### src/rtl/ext_pkg.sv
// Shared constants for the immediate-extension arbiter.
package ext_pkg;

    localparam int unsigned IMM_W  = 16;
    localparam int unsigned WORD_W = 32;

    localparam logic [1:0] EXT_ZERO  = 2'b00;
    localparam logic [1:0] EXT_SIGN  = 2'b01;
    localparam logic [1:0] EXT_UPPER = 2'b10;
    localparam logic [1:0] EXT_RSVD  = 2'b11;

endpackage

### src/rtl/imm_ext_unit.sv
// Combinational 16->32 immediate extender (zero, sign, upper; reserved acts as zero).
module imm_ext_unit
    import ext_pkg::*;
(
    input  logic [IMM_W-1:0]  imm,
    input  logic [1:0]        mode,
    output logic [WORD_W-1:0] result
);

    always_comb begin
        result = {{(WORD_W - IMM_W){1'b0}}, imm};
        case (mode)
            EXT_SIGN:  result = {{(WORD_W - IMM_W){imm[IMM_W-1]}}, imm};
            EXT_UPPER: result = {imm, {(WORD_W - IMM_W){1'b0}}};
            default:   result = {{(WORD_W - IMM_W){1'b0}}, imm};
        endcase
    end

endmodule

### src/rtl/ext_arbiter.sv
// Two-requester arbiter sharing one immediate extender, with a valid/ready output register.
module ext_arbiter
    import ext_pkg::*;
#(
    parameter bit          PRIO_FIXED = 1'b0,
    parameter int unsigned MAX_WAIT   = 4
) (
    input  logic              clk,
    input  logic              reset_n,
    input  logic              REQ0,
    input  logic [IMM_W-1:0]  IMM0,
    input  logic [1:0]        MODE0,
    output logic              ACK0,
    input  logic              REQ1,
    input  logic [IMM_W-1:0]  IMM1,
    input  logic [1:0]        MODE1,
    output logic              ACK1,
    input  logic              READY,
    output logic              VALID,
    output logic [WORD_W-1:0] O,
    output logic              SRC
);

    localparam logic [3:0] MaxWait = 4'(MAX_WAIT);

    logic              valid_q, valid_d;
    logic [WORD_W-1:0] o_q, o_d;
    logic              src_q, src_d;
    logic              last_q, last_d;
    logic [3:0]        wait_q, wait_d;

    logic              slot_free;
    logic              pick1;
    logic              grant0, grant1;
    logic [IMM_W-1:0]  sel_imm;
    logic [1:0]        sel_mode;
    logic [WORD_W-1:0] ext_result;

    // On a tie, pick1 decides; last_q resets to 1 so requester 0 wins the first tie.
    always_comb begin
        slot_free = !valid_q || READY;
        pick1     = PRIO_FIXED ? (wait_q == MaxWait) : !last_q;
        grant0    = reset_n && slot_free && REQ0 && !(REQ1 && pick1);
        grant1    = reset_n && slot_free && REQ1 && !(REQ0 && !pick1);
        sel_imm   = grant1 ? IMM1 : IMM0;
        sel_mode  = grant1 ? MODE1 : MODE0;
    end

    imm_ext_unit u_ext (
        .imm    (sel_imm),
        .mode   (sel_mode),
        .result (ext_result)
    );

    always_comb begin
        valid_d = valid_q;
        o_d     = o_q;
        src_d   = src_q;
        last_d  = last_q;
        wait_d  = wait_q;

        if (grant0 || grant1) begin
            valid_d = 1'b1;
            o_d     = ext_result;
            src_d   = grant1;
            last_d  = grant1;
        end else if (READY) begin
            valid_d = 1'b0;
        end

        if (grant1 || !REQ1) begin
            wait_d = 4'd0;
        end else if (grant0 && wait_q != 4'hF) begin
            wait_d = wait_q + 4'd1;
        end
    end

    always_ff @(posedge clk or negedge reset_n) begin
        if (!reset_n) begin
            valid_q <= 1'b0;
            o_q     <= '0;
            src_q   <= 1'b0;
            last_q  <= 1'b1;
            wait_q  <= 4'd0;
        end else begin
            valid_q <= valid_d;
            o_q     <= o_d;
            src_q   <= src_d;
            last_q  <= last_d;
            wait_q  <= wait_d;
        end
    end

    assign ACK0  = grant0;
    assign ACK1  = grant1;
    assign VALID = valid_q;
    assign O     = o_q;
    assign SRC   = src_q;

endmodule

### config.mk
export PLATFORM = sky130hd
export DESIGN_NAME = ext_arbiter
export DESIGN_NICKNAME = d
export VERILOG_FILES = /design/src/rtl/ext_pkg.sv /design/src/rtl/imm_ext_unit.sv /design/src/rtl/ext_arbiter.sv
export SDC_FILE = /design/constraint.sdc
export NUM_CORES = 1
export LEC_CHECK = 0
export CAP_MARGIN = 20
export CORE_MARGIN = 1.5
export CORE_UTILIZATION = 42
export CTS_CLUSTER_DIAMETER = 200
export DETAILED_ROUTE_END_ITERATION = 8
export PLACE_DENSITY = 0.79
export SYNTH_ARGS = -nofsm -noshare
export SYNTH_HDL_FRONTEND = slang
export SYNTH_SLANG_ARGS = --single-unit
### constraint.sdc
create_clock -name clk -period 2.7 [get_ports clk]
set_clock_uncertainty 0.05 [all_clocks]
set_input_delay 0.27 -clock clk [delete_from_list [all_inputs] [get_ports clk]]
set_output_delay 0.27 -clock clk [all_outputs]
set_load 0.05 [all_outputs]
Run 1, PDN straps and rails:
Bar = 20 µm. Pins as bars on the die edge.
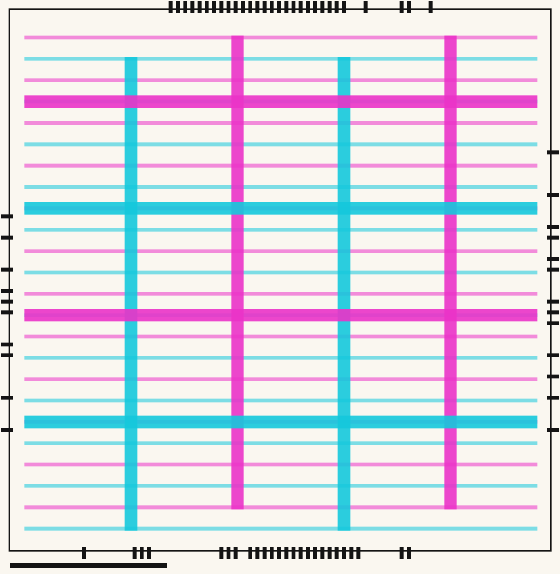
Cyan is VSS. Magenta is VDD.
4 straps on met5. 4 straps on met4. 77 signal pins sit on the boundary.
width of the chip: 68.8 µm
Die Ht: 68.8 µm
core footprint: 0.00409 mm²
highest ir drop seen on vdd: 352 µV

Run 1, signal wires on met3:
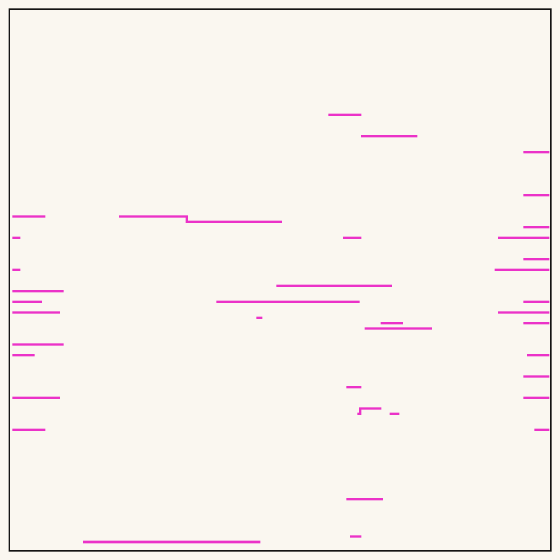
33 nets have wire on it. The longest straight run is 22.3 µm. The layer holds 3.9% of the routed length. The layer carries 197 µm of wire.
vias: 1706
met3 Use GR: 6.01%

Run 1, M2 wires:
Bar = 20 µm.
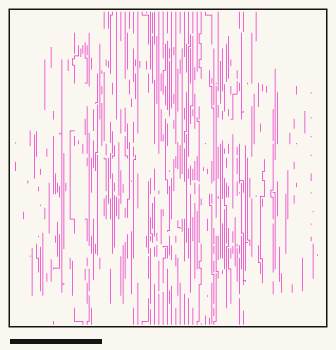
The wires run mostly vertical. The longest straight run is 50.7 µm.
met2 Use GR: 35.7%
final wirelength: 5040 µm

Run 1, routed metal, one colour a layer:
Bar = 20 µm. Only two layers are drawn.
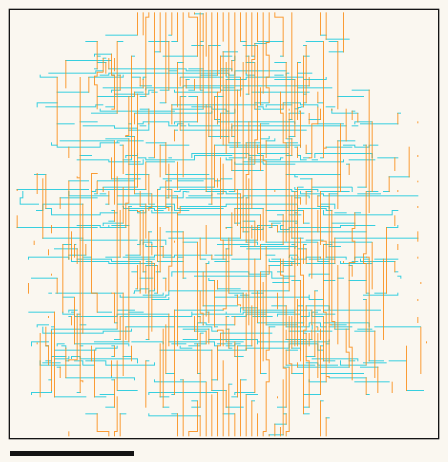
Cyan is met1, wire length 2200 µm. Orange is met2, wire length 2550 µm.
drt wl/cell: 15.5 µm
Tot GR Track Use: 22.7%

==> flow_summary.ini, run 1 <==
; implementation run metrics
[setup_path]
worst_ep_required_time_ns = 2.81
cpPeakStageDelay_ns = 0.58
crit_type = flip-flop to flip-flop
cp_num_buf_inv = 1
path_cells = a21boi_4, nand3_1, mux2_2, ha_1, nand2_1, mux2i_1, buf_4, a311oi_1, o21ai_0
arrival_ns = 2.45
rrSetupSlack_ns = 0.36
worstSetupEndpointType = flip-flop
worstPathMaxFanout = 15
crit_path_top_delay_cell = dfstp_2
r2r-end = O[30]
cp-start-kind = flip-flop
cp_top_family = flip-flops
path_depth = 9
ff2ff_path_depth = 9
reg2reg_from = last_q

[clocking]
clk_path_buf_depth = 2
cts_sinks = 35
clockRootBuffer = clkbuf_8
htree_num_levels = 2
cts_tree = built
numCtsBuffers = 5
clock_latency_ns = 0.29
cts.clk_slew.worst_paths_ns = 0.07

[yosys]
yosys.area_share.simple_pct = 15.3
synth-async-reset-ratio_pct = 100
netlist_area_mm2 = 0.00182
ys_warn_count = 0
syn_inst = 189
synth_cell_types = 24
synth_flops = 35
synthXorXnorAreaFrac_pct = 0
postSynthSeqShare_pct = 48.2
fa_ha_area_share_pct = 2.06
synth_chip_area_mm2 = 0.00182
top_logic_kind = AND-OR/OR-AND gates
flop_cell = dfrtp_1
avgSynthCellArea_um2 = 9.62
ys_sh_aoi_pct = 19.1
syn_nets = 233
enable_flop_cells = 0
mux_area_share_pct = 11.1
yosys_cells = 189

[final_timing]
setup_tns_ns = 0
setup_viol = 0
layout_setup_ws_ns = 0.362
rsz0062_at_grt = false
hold_viol = 0
fmax_ghz = 0.428
min_period_over_period_pct = 86.6
tightest_slew_ns = 0.549
max_slew_margin_pct = 63.3
finalMaxSlewViolations = 0
layout_min_cycle_time_ns = 2.34

[finish]
fin_util_pct = 68.2
diodes = 0
drive_gt1_share_pct = 11.2
final_cell_area_mm2 = 0.00279
area_growth_pct = 53.4
nNetsFinal = 319

[global_routing]
grt_pass1_vias = 1594
grt-busiest-layer = met2
grt_max_degree = 39
grt-ovfl-total = 0
antenna_found_initial = 0
use_met1_pct = 30.1
grt_pass1_wl_um = 7730

[outcome]
outcome = complete, no violations

[worst_hold_path]
whs_path_depth = 2
hold_class = flip-flop to flip-flop
hp-start = O[26]
whs_endpoint = O[26]

[drt]
ant_nets = 0
drt-initial-drc-count = 100
viasPerCell = 5.23
drc_errors = 0
drt-pass1-iter-count = 4

[power_and_ir_drop]
powerDensity_mw_per_mm2 = 665
leakage_nw = 1.32
power_mw = 1.86

[placement]
dpl.hpwl_um = 3760
place_area_mm2 = 0.00270
port-buffer-count = 76
pre_cts_ws_ns = 0.103
gp_congestion = 0.834

[floorplanning]
rows = 23
fp_util_pct = 44.5
die_area_mm2 = 0.00473
pin_count = 77

[run]
cap_viol_max_count = 0
tool_warnings = 28
-- run 1: cells in the mapped netlist, drive strengths merged, types with 3 or more instances --
cell type | instances | share of area, %
nand2 | 40 | 8.3
dfrtp | 34 | 47
o21ai | 31 | 8.5
mux2i | 18 | 9.9
a311oi | 15 | 7.2
and3 | 15 | 5.2
clkbuf | 9 | 1.9
buf | 4 | 1.4
inv | 4 | 0.83
ha | 3 | 2.1
nand3 | 3 | 0.83
-- run 1: how the worst max path moves through the flow --
stage | end | start | slack, ns
global placement | O[23] | REQ1 | 0.15
global route | O[23] | last_q | 0.24
CTS | O[23] | last_q | 0.36
floorplan | O[31] | VALID | 0.16
detailed placement | O[23] | REQ1 | 0.10
finish | O[30] | last_q | 0.36
-- run 1: cells by family after synthesis --
logic type | Yosys count
mux | 20
buf+inv | 17
simple gates | 62
fa+ha+maj | 3
compound gates | 52
flops | 35
-- run 1: per-layer routing --
| metal | vias to the layer above | wire length (µm) |
|---|---|---|
| li1 | 858 | - |
| met1 | 793 | 2200 |
| met2 | 45 | 2550 |
| met3 | 10 | 197 |
| met4 | 0 | 93 |
| met5 | - | 0 |
-- run 1: where the power goes --
part	total, mW	leakage [nW]	switching, mW	internal, mW
combinational	0.821	0.826	0.521	0.300
sequential	0.673	0.456	0.0546	0.618
clock	0.361	0.0422	0.181	0.181
-- run 1: layout by cell type, fill, tap and decap left out --
cell             instances
a21oi_1                  1
clkdlybuf4s50_1         73
dfrtp_1                 33
dlygate4sd3_1            1
a311oi_1                15
o211ai_2                 1
clkbuf_8                 5
clkinv_2                 1
o21ai_1                  1
mux2i_1                 18
buf_12                   1
a21boi_4                 1
o21bai_1                 1
nand3_1                  3
nand2_1                 40
and3_1                  15
or2_2                    1
dfrtp_2                  1
o21ai_0                 30
nor2_1                   2
dfstp_2                  1
buf_2                    1
o31ai_1                  1
clkbuf_1                 2
o41ai_1                  1
inv_1                    4
mux2_2                   2
buf_4                   16
nand2b_1                 1
ha_1                     3
-- run 1: cell type report --
class                   count  area [µm²]
multi-input cells         137         866
clock inverters             1        5.00
flip-flops and latches     35         878
fillers                   357        1300
repair buffers             92         886
well taps                  50        62.6
clock buffers               7        76.3
inverters                   4        15.0
-- run 1: stage by stage --
stage | cells | hold slack (ns)
detailed placement | 317 | 0.310
finish | 326 | 0.427
CTS | 326 | 0.436
global route | 326 | 0.470
floorplan | 189 | -0.0756
global placement | 317 | 0.315
-- run 1: worst register-to-register path, cell delays in order (launching register included) --
cell and delay (ns):
dfstp_2 0.58, a21boi_4 0.06, nand3_1 0.15, mux2_2 0.38
ha_1 0.25, nand2_1 0.07, mux2i_1 0.06, buf_4 0.20
a311oi_1 0.28, o21ai_0 0.13
-- run 1: flip-flops by register name, indices dropped and copies added (netlist names) --
name    cells
last_q      1
O          32
VALID       1
SRC         1
-- run 1: what timing repair did --
action,CTS,global route
gates resized,0,0
endpoints found under the hold margin,6,0
buffers inserted,0,0
hold buffers,1,0
==> run 1 -> run 2 <==
- CAP_MARGIN: 20 -> 10
Run 2, PDN straps and rails:
Bar = 20 µm. Pins as bars on the die edge.
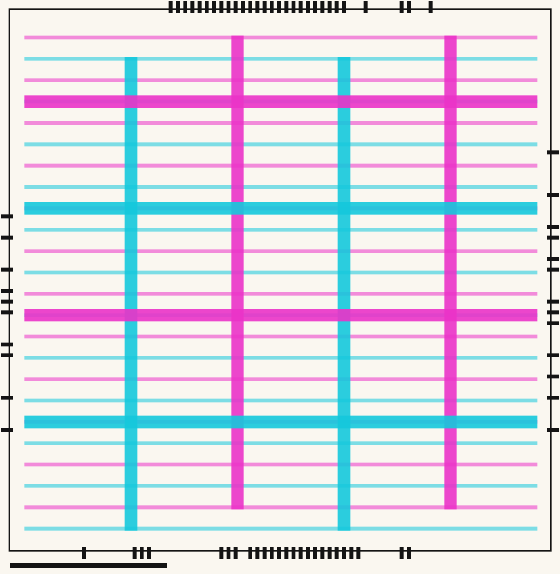
Cyan is VSS. Magenta is VDD.
The core has 23 rows. 77 signal pins sit on the boundary.

==> flow_summary.ini, run 2 <==
; implementation run metrics
[outcome]
outcome = complete, no violations

[final_timing]
hold_viol = 0
finalMaxSlewViolations = 0
setup_viol = 0
min_period_over_period_pct = 86.6
layout_setup_ws_ns = 0.362
fmax_ghz = 0.428
max_slew_margin_pct = 63.3
tightest_slew_ns = 0.549
rsz0062_at_grt = false
setup_tns_ns = 0
layout_min_cycle_time_ns = 2.34

[drt]
vias = 1706
drt-pass1-iter-count = 4
drc_errors = 0
avgRoutedWirePerCell_um = 15.5
totalWireLength_um = 5040
drt-initial-drc-count = 100
ant_nets = 0
viasPerCell = 5.23

[clocking]
clock_latency_ns = 0.29
clk_path_buf_depth = 2
htree_num_levels = 2
clockRootBuffer = clkbuf_8
cts.clk_slew.worst_paths_ns = 0.07
cts_resized = 0
cts_setup_buffers = 0
postCtsHoldBufs = 1
numCtsBuffers = 5
cts_sinks = 35
cts_tree = built

[floorplanning]
die_area_mm2 = 0.00473
pin_count = 77
die_x_um = 68.8
core-area_mm2 = 0.00409
dieHeight_um = 68.8
rows = 23
fp_util_pct = 44.5

[finish]
nNetsFinal = 319
fillers = 357
drive_gt1_share_pct = 11.2
area_growth_pct = 53.4
largest_reg_flops = 32
diodes = 0
fin_cells = 326
final_cell_mix = 73 x clkdlybuf4s50_1, 40 x nand2_1, 33 x dfrtp_1
lay_top_count = clkdlybuf4s50_1

[run]
tool_warnings = 28
cap_viol_max_count = 0

[yosys]
enable_flop_cells = 0
postSynthSeqShare_pct = 48.2
synth_cell_types = 24
synth_flops = 35
netlist_area_mm2 = 0.00182
syn_nets = 233
yosysTopAreaCell = dfrtp_1
ys_warn_count = 0
yosys_cells = 189
flop_cell = dfrtp_1
avgSynthCellArea_um2 = 9.62
ys_top_cells_by_area = dfrtp_1 47%, mux2i_1 9.9%, nand2_1 8.3%, o21ai_0 8.3%, a311oi_1 7.2%
yosysMostFrequentCell = nand2_1
top_area_share_pct = 46.8
synth-async-reset-ratio_pct = 100
syn_inst = 189
synth_chip_area_mm2 = 0.00182
yosys-top-cells-count = 40 x nand2_1, 34 x dfrtp_1, 30 x o21ai_0, 18 x mux2i_1

[setup_path]
cp-endpoint = O[30]
reg2reg_from = last_q
worstPathMaxFanout = 15
arrival_ns = 2.45
startpoint = last_q
crit_type = flip-flop to flip-flop
worstSetupEndpointType = flip-flop
worst_ep_required_time_ns = 2.81
r2r-end = O[30]
ff2ff_path_depth = 9
cp-start-kind = flip-flop
rrSetupSlack_ns = 0.36

[power_and_ir_drop]
leakage_nw = 1.32
vdd_ir_drop_max_uv = 352
powerDensity_mw_per_mm2 = 665

[placement]
port-buffer-count = 76
place_area_mm2 = 0.00270
pre_cts_ws_ns = 0.103
dp_cells = 317
gp_congestion = 0.834

[global_routing]
grt_max_degree = 39
grt_pass1_vias = 1594
antenna_found_initial = 0
grt-ovfl-total = 0
grt_pass1_wl_um = 7730
grt_usage_pct = 22.7

[worst_hold_path]
hold_class = flip-flop to flip-flop
whs_path_depth = 2
Run 2, M2 wires:
Bar = 20 µm.
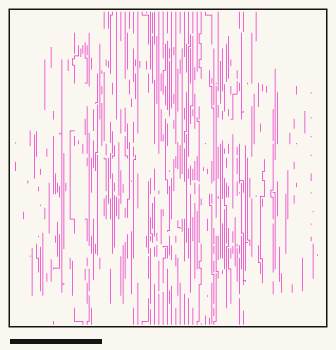
The layer carries 2550 µm of wire. The wires run mostly vertical.

run 2: worst min-delay path by stage:
stage | slack (ns) | start | endpoint
2_1_floorplan | -0.08 | reset_n | O[0]
3_3_place_gp | 0.32 | reset_n | O[1]
3_5_place_dp | 0.31 | reset_n | SRC
4_1_cts | 0.44 | O[30] | O[30]
5_1_grt | 0.47 | O[12] | O[12]
6_report | 0.43 | O[26] | O[26]
run 2: per-layer routing:
layer / GRT usage (%) / part of all wire (%) / vias to the layer above
li1: - / - / 858
met1: 30.1 / 44 / 793
met2: 35.7 / 51 / 45
met3: 6.01 / 3.9 / 10
met4: 8.33 / 1.8 / 0
met5: 0 / 0 / -
run 2: cell type report:
class / instances / area (µm²) / share of cell area, %
timing repair buffer: 92 / 886 / 31.8
sequential: 35 / 878 / 31.5
multi-input combinational: 137 / 866 / 31.0
clock buffer: 7 / 76.3 / 2.74
tap: 50 / 62.6 / 2.24
inverter: 4 / 15.0 / 0.538
clock inverter: 1 / 5.00 / 0.179
run 2: through the flow:
step	util, %	hold slack [ns]	total power, mW
after detailed placement	66.0	0.310	1.51
after global placement	66.0	0.315	1.49
after global routing	68.2	0.470	1.96
after floorplan	-	-0.0756	1.17
final	68.2	0.427	1.86
after CTS	68.2	0.436	1.87
run 2: cell families after synthesis:
logic type	Yosys count	synth area share, %
adders and majority gates	3	2.06
muxes	20	11.1
and+or+nand+nor	62	15.3
DFF	35	48.2
buffers and inverters	17	4.13
AOI/OAI and AO/OA	52	19.1
run 2: power by group:
| part | internal (mW) | leakage, nW | switching (mW) | total (mW) |
|---|---|---|---|---|
| clock network | 0.181 | 0.0422 | 0.181 | 0.361 |
| registers | 0.618 | 0.456 | 0.0546 | 0.673 |
| logic | 0.300 | 0.826 | 0.521 | 0.821 |
| total | 1.10 | 1.32 | 0.756 | 1.86 |
run 2: critical path, stage by stage (launching register included):
cell	delay [ns]
dfstp_2	0.58
a21boi_4	0.06
nand3_1	0.15
mux2_2	0.38
ha_1	0.25
nand2_1	0.07
mux2i_1	0.06
buf_4	0.20
a311oi_1	0.28
o21ai_0	0.13
Run 2, the clock network:
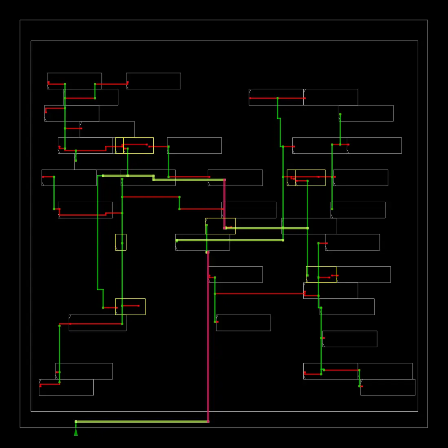

==> run 2 -> run 3 <==
- CORE_UTILIZATION: 42 -> 35
- PLACE_DENSITY: 0.79 -> 0.68
Run 3, the clock network:
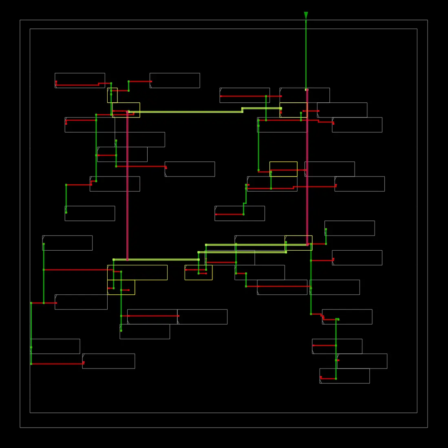
flop count: 35
# clk buffers: 6
clock group power: 0.494 mW

Run 3, PDN straps and rails:
Bar = 20 µm. Pins as bars on the die edge.
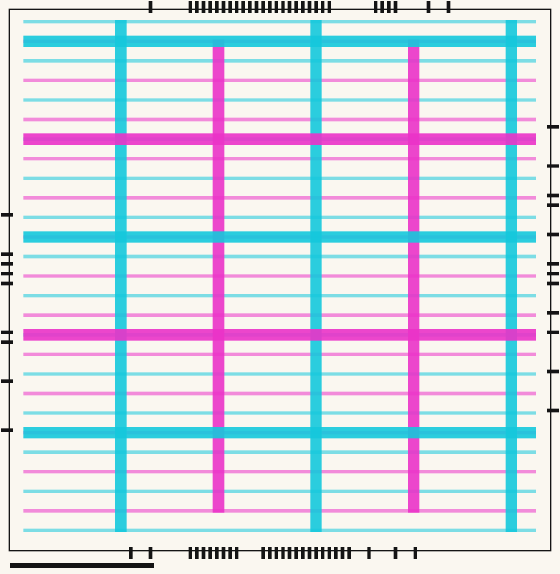
Magenta is VDD. Cyan is VSS.
77 signal pins sit on the boundary. 27 met1 rails follow the rows. The core has 26 rows. 5 straps on met4. 5 straps on met5.
highest ir drop seen on vdd: 495 µV
width of the chip: 75.1 µm
core footprint: 0.00504 mm²
Die Ht: 75.1 µm

==> flow_summary.ini, run 3 <==
; implementation run metrics
[floorplanning]
rows = 26
die_area_mm2 = 0.00564
fp_util_pct = 36.1
pin_count = 77

[yosys]
yosys_cells = 189
yosysMostFrequentCell = nand2_1
synth_flops = 35
avgSynthCellArea_um2 = 9.62
synth_cell_types = 24
enable_flop_cells = 0
synth_chip_area_mm2 = 0.00182
ys_top_cells_by_area = dfrtp_1 47%, mux2i_1 9.9%, nand2_1 8.3%, o21ai_0 8.3%, a311oi_1 7.2%
syn_nets = 233
syn_inst = 189
flop_cell = dfrtp_1
yosys-top-cells-count = 40 x nand2_1, 34 x dfrtp_1, 30 x o21ai_0, 18 x mux2i_1
postSynthSeqShare_pct = 48.2
netlist_area_mm2 = 0.00182
synth-async-reset-ratio_pct = 100
yosysTopAreaCell = dfrtp_1
ys_warn_count = 0
top_area_share_pct = 46.8

[worst_hold_path]
hold_class = primary input to async pin

[placement]
gp_congestion = 0.786
dpl.hpwl_um = 3920
port-buffer-count = 76

[final_timing]
hold_viol = 0
min_period_over_period_pct = 88.3
rsz0062_at_grt = false
finalMaxSlewViolations = 0
setup_tns_ns = 0
fmax_ghz = 0.419
layout_min_cycle_time_ns = 2.38
setup_viol = 0
hold_ws_ns = 0.0436
tightest_slew_ns = 0.541
max_slew_margin_pct = 63.8

[setup_path]
startpoint = last_q
worst_ep_required_time_ns = 2.82
cp_num_buf_inv = 1
cpPeakStageDelay_ns = 0.59
worstPathMaxFanout = 15
cp_top_family = flip-flops
crit_path_top_delay_cell = dfstp_2
path_cells = a21boi_4, nand3_1, mux2_2, ha_1, nand2_1, mux2i_1, buf_4, a311oi_1, o21ai_0
arrival_ns = 2.50
cp-start-kind = flip-flop
crit_type = flip-flop to flip-flop
worstSetupEndpointType = flip-flop
reg2reg_from = last_q

[clocking]
numCtsBuffers = 5
cts_resized = 0
cts.clk_slew.worst_paths_ns = 0.07
htree_num_levels = 2
cts_sinks = 35
clockRootBuffer = clkbuf_8
cts_tree = built
cts_setup_buffers = 0
clk_path_buf_depth = 2
clock_latency_ns = 0.29
postCtsHoldBufs = 0

[finish]
largest_reg_flops = 32
drive_gt1_share_pct = 11.7
area_growth_pct = 56.5
diodes = 0
nNetsFinal = 317
lay_top_count = clkdlybuf4s50_1
final_cell_mix = 73 x clkdlybuf4s50_1, 40 x nand2_1, 33 x dfrtp_1

[run]
tool_warnings = 28
cap_viol_max_count = 0

[drt]
drt-pass1-iter-count = 4
ant_nets = 0
totalWireLength_um = 5240
drt-initial-drc-count = 136
viasPerCell = 5.03
vias = 1731
drc_errors = 0
avgRoutedWirePerCell_um = 15.2

[global_routing]
grt_pass1_vias = 1708
grt-ovfl-total = 0
grt_pass1_wl_um = 8460
grt_usage_pct = 20.4
antenna_found_initial = 0
grt_max_degree = 39

[outcome]
outcome = complete, no violations

[power_and_ir_drop]
powerDensity_mw_per_mm2 = 700
leakage_nw = 1.34
power_mw = 1.99
==> run 3: cell count changes in the layout (fill, tap and decap cells not counted), sizes merged <==
cell	delta
buf	-1
bufinv	+1
clkbuf	-1
dlygate4sd3	-1
==> run 3: logic make-up after synthesis <==
family | count (synthesis) | synth area share (%)
flops | 35 | 48.2
simple gates | 62 | 15.3
compound gates | 52 | 19.1
mux | 20 | 11.1
buf+inv | 17 | 4.13
fa+ha+maj | 3 | 2.06
==> run 3: metal layers <==
metal / GRT usage, % / vias up / wire length (µm)
met1: 27.1 / 842 / 2310
met2: 32.8 / 39 / 2640
met4: 6.06 / 0 / 55
met5: 0 / - / 0
met3: 5.09 / 4 / 226
li1: - / 846 / -
==> run 3: power breakdown <==
group	internal (mW)	total [mW]	leakage, nW	switching (mW)
registers	0.618	0.675	0.456	0.0568
clock network	0.299	0.494	0.0612	0.196
logic	0.301	0.821	0.821	0.520
==> run 3: per-stage QoR <==
step / utilization [%] / area, µm² / instances / worst slack (ns)
2_1_floorplan: - / 1820 / 189 / 0.155
6_report: 56.4 / 2850 / 344 / 0.316
4_1_cts: 56.4 / 2850 / 344 / 0.314
3_5_place_dp: 54.1 / 2730 / 336 / 0.0625
5_1_grt: 56.4 / 2850 / 344 / 0.198
3_3_place_gp: 54.1 / 2730 / 336 / 0.131
==> run 3: area by class of cell <==
type                    count  area, µm²
clock inverters             2       35.0
repair buffers             90        881
flip-flops and latches     35        878
clock buffers               6       82.6
well taps                  70       87.6
inverters                   4       15.0
fillers                   480       2200
multi-input cells         137        866
==> run 3: path summary, 6_finish.rpt <==
path,to,slack [ns],cells past startpoint
worst min register to register,O[4],0.43,2
max in group asynchronous,VALID,2.19,2
worst min-delay path,O[23],0.04,2
worst max-delay path,O[30],0.32,9
min in group clk,O[4],0.43,2
worst max register to register,O[30],0.32,9
Power is estimated from default activity; no workload was simulated.
